$ cat config.mk
export PLATFORM = sky130hd
export DESIGN_NAME = fetch_stage_flat
export DESIGN_NICKNAME = d
export VERILOG_FILES = /design/src/rtl/fetch_stage_pkg.sv /design/src/rtl/fetch_stage_if.sv /design/src/rtl/fetch_stage_pc_next.sv /design/src/rtl/fetch_stage.sv /design/src/flat_wrapper.sv
export SDC_FILE = /design/constraint.sdc
export NUM_CORES = 1
export LEC_CHECK = 0
export ABC_AREA = 1
export CORE_ASPECT_RATIO = 0.6
export CORE_MARGIN = 2
export CORE_UTILIZATION = 49
export DETAILED_ROUTE_END_ITERATION = 8
export PLACE_DENSITY = 0.88
export SYNTH_ARGS = -nofsm -noshare
export SYNTH_HDL_FRONTEND = slang
export SYNTH_HIERARCHICAL = 1
export SYNTH_SLANG_ARGS = --single-unit
$ cat constraint.sdc
create_clock -name clock -period 1.96 [get_ports clock]
set_input_delay 0.294 -clock clock [delete_from_list [all_inputs] [get_ports clock]]
set_output_delay 0.294 -clock clock [all_outputs]
set_load 0.01 [all_outputs]
$ cat src/rtl/fetch_stage_pkg.sv
// -----------------------------------------------------------------------------
// fetch_stage_pkg
// Shared processor constants for the instruction-fetch slice: the machine word
// width and the default fetch-stage parameters (instruction-memory address
// width, reset PC and the bubble instruction). Also provides the word
// increment helper used for PC+1 arithmetic (wraps mod 2^32).
// -----------------------------------------------------------------------------
package fetch_stage_pkg;

    localparam int                WORD_W       = 32;
    localparam int                DEF_ADDR_W   = 12;
    localparam logic [WORD_W-1:0] DEF_RESET_PC = 32'h0000_0000;
    localparam logic [WORD_W-1:0] DEF_NOP      = 32'h0000_0000;

    typedef logic [WORD_W-1:0] word_t;

    // PC+1; the carry out of the top bit is dropped so 32'hFFFFFFFF wraps to 0.
    function automatic word_t inc_word(input word_t w);
        return w + word_t'(1);
    endfunction

endpackage

$ cat src/rtl/fetch_stage_if.sv
// -----------------------------------------------------------------------------
// fetch_stage_if
// Bundles the fetch stage's bus signals: the synchronous instruction-memory
// port and the F/D pipeline-register write port.
//   imem_addr   : word address to instruction memory (ADDR_W bits)
//   imem_q      : instruction word for the address presented on the previous edge
//   out_IR      : instruction word to the F/D register (NOP for bubbles)
//   out_PC_next : PC+1 of out_IR
//   fd_wren     : write enable for the F/D register
// Modports: master = fetch stage, slave = memory / F/D register side.
// -----------------------------------------------------------------------------
interface fetch_stage_if
    import fetch_stage_pkg::*;
#(
    parameter int ADDR_W = DEF_ADDR_W
);
    logic [ADDR_W-1:0] imem_addr;
    word_t             imem_q;
    word_t             out_IR;
    word_t             out_PC_next;
    logic              fd_wren;

    modport master (
        output imem_addr,
        output out_IR,
        output out_PC_next,
        output fd_wren,
        input  imem_q
    );

    modport slave (
        input  imem_addr,
        input  out_IR,
        input  out_PC_next,
        input  fd_wren,
        output imem_q
    );

endinterface

$ cat src/rtl/fetch_stage_pc_next.sv
// -----------------------------------------------------------------------------
// pc_next_logic
// Next-PC priority mux for the fetch stage: redirect > stall > increment.
// Purely combinational; the pc register itself lives in fetch_stage.
// Ports:
//   pc              : current pc
//   stall           : hold request from decode
//   redirect_valid  : taken branch/jump resolved downstream
//   redirect_target : word address to fetch next on redirect
//   pc_next         : value to load into pc on the next rising edge
// -----------------------------------------------------------------------------
module pc_next_logic
    import fetch_stage_pkg::*;
(
    input  word_t pc,
    input  logic  stall,
    input  logic  redirect_valid,
    input  word_t redirect_target,
    output word_t pc_next
);

    always_comb begin
        pc_next = inc_word(pc);
        if (redirect_valid) begin
            pc_next = redirect_target;
        end else if (stall) begin
            pc_next = pc;
        end
    end

endmodule

$ cat src/rtl/fetch_stage.sv
// -----------------------------------------------------------------------------
// fetch_stage
// Instruction-fetch stage in front of a 1-cycle-latency synchronous
// instruction memory. pc addresses the memory; pc_issued tags the word that
// returns on imem_q one edge later, and data_valid says whether that word is
// a real instruction or a bubble (after reset or redirect).
// Ports:
//   clock, reset          : single clock, synchronous active-high reset
//   stall                 : hazard stall from decode, freezes the stage
//   redirect_valid/target : taken branch/jump, overrides stall
//   fetch_count           : number of valid instructions delivered to F/D
//   bus (master)          : imem_addr/imem_q, out_IR/out_PC_next/fd_wren
// -----------------------------------------------------------------------------
module fetch_stage
    import fetch_stage_pkg::*;
#(
    parameter int    ADDR_W   = DEF_ADDR_W,
    parameter word_t RESET_PC = DEF_RESET_PC,
    parameter word_t NOP      = DEF_NOP
)(
    input  logic  clock,
    input  logic  reset,
    input  logic  stall,
    input  logic  redirect_valid,
    input  word_t redirect_target,
    output word_t fetch_count,
    fetch_stage_if.master bus
);

    word_t pc;
    word_t pc_next;
    word_t pc_issued;
    logic  data_valid;
    logic  from_mem;
    word_t count;

    pc_next_logic u_pc_next (
        .pc              (pc),
        .stall           (stall),
        .redirect_valid  (redirect_valid),
        .redirect_target (redirect_target),
        .pc_next         (pc_next)
    );

    // A redirect squashes the word currently on imem_q: it was fetched down
    // the wrong path.
    assign from_mem = data_valid & ~redirect_valid;

    assign bus.imem_addr   = pc[ADDR_W-1:0];
    // Redirect forces a write so the wrong-path slot in F/D becomes a NOP.
    assign bus.fd_wren     = ~stall | redirect_valid;
    assign bus.out_IR      = from_mem ? bus.imem_q : NOP;
    assign bus.out_PC_next = inc_word(pc_issued);
    assign fetch_count     = count;

    // pc_issued advances under the same condition as the memory read it
    // tags, so the tag and imem_q always refer to the same address.
    always_ff @(posedge clock) begin
        if (reset) begin
            pc         <= RESET_PC;
            pc_issued  <= RESET_PC;
            data_valid <= 1'b0;
            count      <= '0;
        end else begin
            pc <= pc_next;
            if (bus.fd_wren) begin
                pc_issued <= pc;
            end
            if (redirect_valid) begin
                data_valid <= 1'b0;
            end else if (!stall) begin
                data_valid <= 1'b1;
            end
            if (bus.fd_wren && from_mem) begin
                count <= inc_word(count);
            end
        end
    end

endmodule

$ cat src/flat_wrapper.sv
// flat-port wrapper written by rule: the top's interface ports become plain ports
module fetch_stage_flat import fetch_stage_pkg::*;
#(
    parameter int    ADDR_W   = DEF_ADDR_W,
    parameter word_t RESET_PC = DEF_RESET_PC,
    parameter word_t NOP      = DEF_NOP
)
  (clock, reset, stall, redirect_valid, redirect_target, fetch_count, bus_imem_addr, bus_out_IR, bus_out_PC_next, bus_fd_wren, bus_imem_q);
  fetch_stage_if #(.ADDR_W(ADDR_W)) bus_i ();
  input  logic clock;
  input  logic reset;
  input  logic stall;
  input  logic redirect_valid;
  input  word_t redirect_target;
  output word_t fetch_count;
  output wire logic [$bits(bus_i.imem_addr)-1:0] bus_imem_addr;
  output wire logic [$bits(bus_i.out_IR)-1:0] bus_out_IR;
  output wire logic [$bits(bus_i.out_PC_next)-1:0] bus_out_PC_next;
  output wire logic [$bits(bus_i.fd_wren)-1:0] bus_fd_wren;
  input wire logic [$bits(bus_i.imem_q)-1:0] bus_imem_q;
  assign bus_imem_addr = bus_i.imem_addr;
  assign bus_out_IR = bus_i.out_IR;
  assign bus_out_PC_next = bus_i.out_PC_next;
  assign bus_fd_wren = bus_i.fd_wren;
  assign bus_i.imem_q = bus_imem_q;
  fetch_stage #(.ADDR_W(ADDR_W), .RESET_PC(RESET_PC), .NOP(NOP)) u_core (.clock(clock), .reset(reset), .stall(stall), .redirect_valid(redirect_valid), .redirect_target(redirect_target), .fetch_count(fetch_count), .bus(bus_i));
endmodule
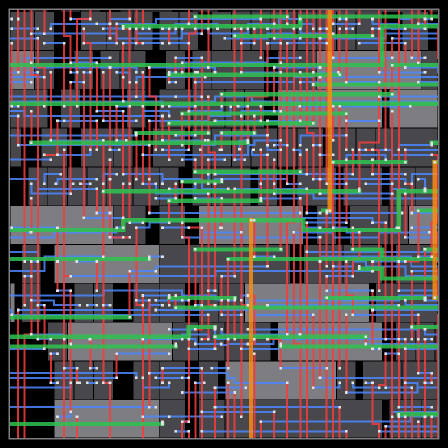
(a small window of the routed layout)
Window x 59 to 89, y 49 to 79 um. Cells in gray, sequential cells in the stronger gray; small squares are vias.
[orange] metal 4
[green] metal 3
[red] metal 2
[blue] metal 1
cells with their middle in the window: 107
netlist names of flops here include: `u_core/fetch_count` (4), `u_core/pc` (3), `u_core/pc_issued` (3)
most frequent: nor2_1 (20), nand2_1 (16), inv_1 (13)
sequential cells in the window: 10

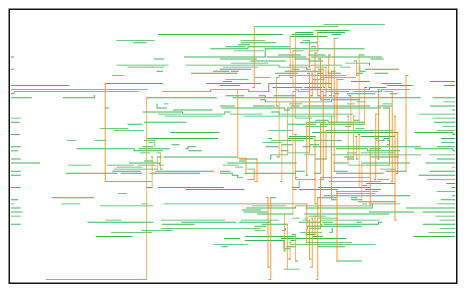
(routed metal, one color a layer)
Drawn at 3 px/um. Two of the layers only.
[orange] metal 4 | wire length: 1160 um
[green] metal 3 | wire length: 3470 um

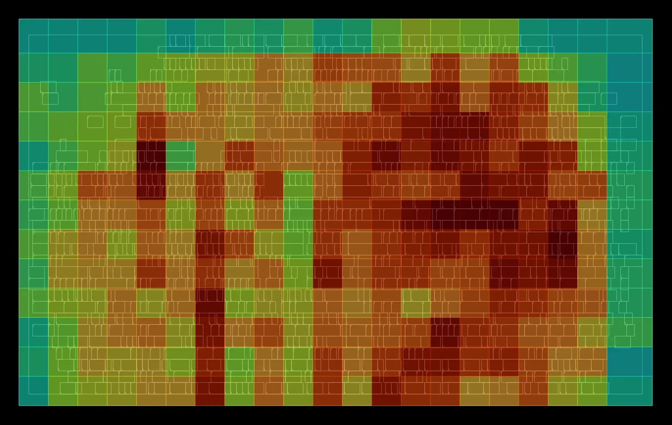
(track usage over the die)
most crowded layer after global routing: met2
global-route total usage across every layer: 32.6%

==> flow_results.org <==
#+TITLE: Synthesis and PnR summary

** Outcome
- The run finished, with violations left.
- The checks that failed: negative setup slack.

** Yosys
- The number of nets handed over by synthesis was around 1100.
- The biggest area contributor in the post-synthesis netlist is sky130_fd_sc_hd__dfxtp_1.
- In the synthesized netlist, mux cells make up 0% of the area.
- The most frequently used library cell after synthesis is sky130_fd_sc_hd__nand2_1.
- The netlist uses 35 different library cells.

** Route
- Summing over every cut layer, the via total after detailed routing is ~8000.
- Vias/cell :: 5.63
- In this run, the number of DRC markers left after iteration 0 of detailed routing was about 1300.
- Average wire per standard cell :: 18.1 um
- Met1 Wirelength :: 10300 um
- The final layout contains routed wiring with a total length of 25800 um.

** Hold path
- In the hold timing report, the worst path depth is 2.
- Hold wc startpoint :: u_core/fetch_count[6]$_SDFFE_PP0P_

** Floorplan
- IO Pins :: roughly 180
- In this run the core area contains 31 standard-cell rows.

** Flow run
- The logs give a warning total of 28.
- Tally of max-capacitance violations :: 0

** STA
- The critical path in the final layout is reported with a setup slack of -0.252 ns.
- Largest clock skew in the final design :: around 0.0097 ns
- Setup Viol. Count Final :: 26
- Minimum period implied by the final worst setup slack :: between 2 and 2.5 ns
- Pins over their slew limit in the final report were tallied at 0.
- Sum Neg Setup Slack :: -3.02 ns

** Finish
- Core Util, Final :: around 78%
- Non-clock buffers in the final layout number 289.
- The final layout contains a sequential cell count of 97.
- In the final layout, flip-flops and latches occupy 1990 um^2.
- Most frequently placed logic cells in the final layout :: sky130_fd_sc_hd__nand2_1 (191), sky130_fd_sc_hd__nor2_1 (180), sky130_fd_sc_hd__inv_1 (140), sky130_fd_sc_hd__clkdlybuf4s50_1 (127), sky130_fd_sc_hd__buf_4 (100)

** Clocking
- Count of clock tree sinks :: slightly below 100
- CTS H-Tree Depth :: 3
- Clock edge transition at the registers on the reported setup and hold paths :: 0.07 ns
- Per the TritonCTS log, the buffer count is 9.

** Power
- After layout, the design draws a total of 4.89 mW.
- Ranked by power, first place goes to registers.

** Place
- Total placed instance area :: 8600 um^2

** Global route
- The number of antenna violations at the first check in global routing came to 0.
- First-pass GRT wire length :: 34700 um

** Worst setup path
- The critical path runs through a total of 8 cells.
Power figures rest on the tool's default switching activity, not on a simulated workload.
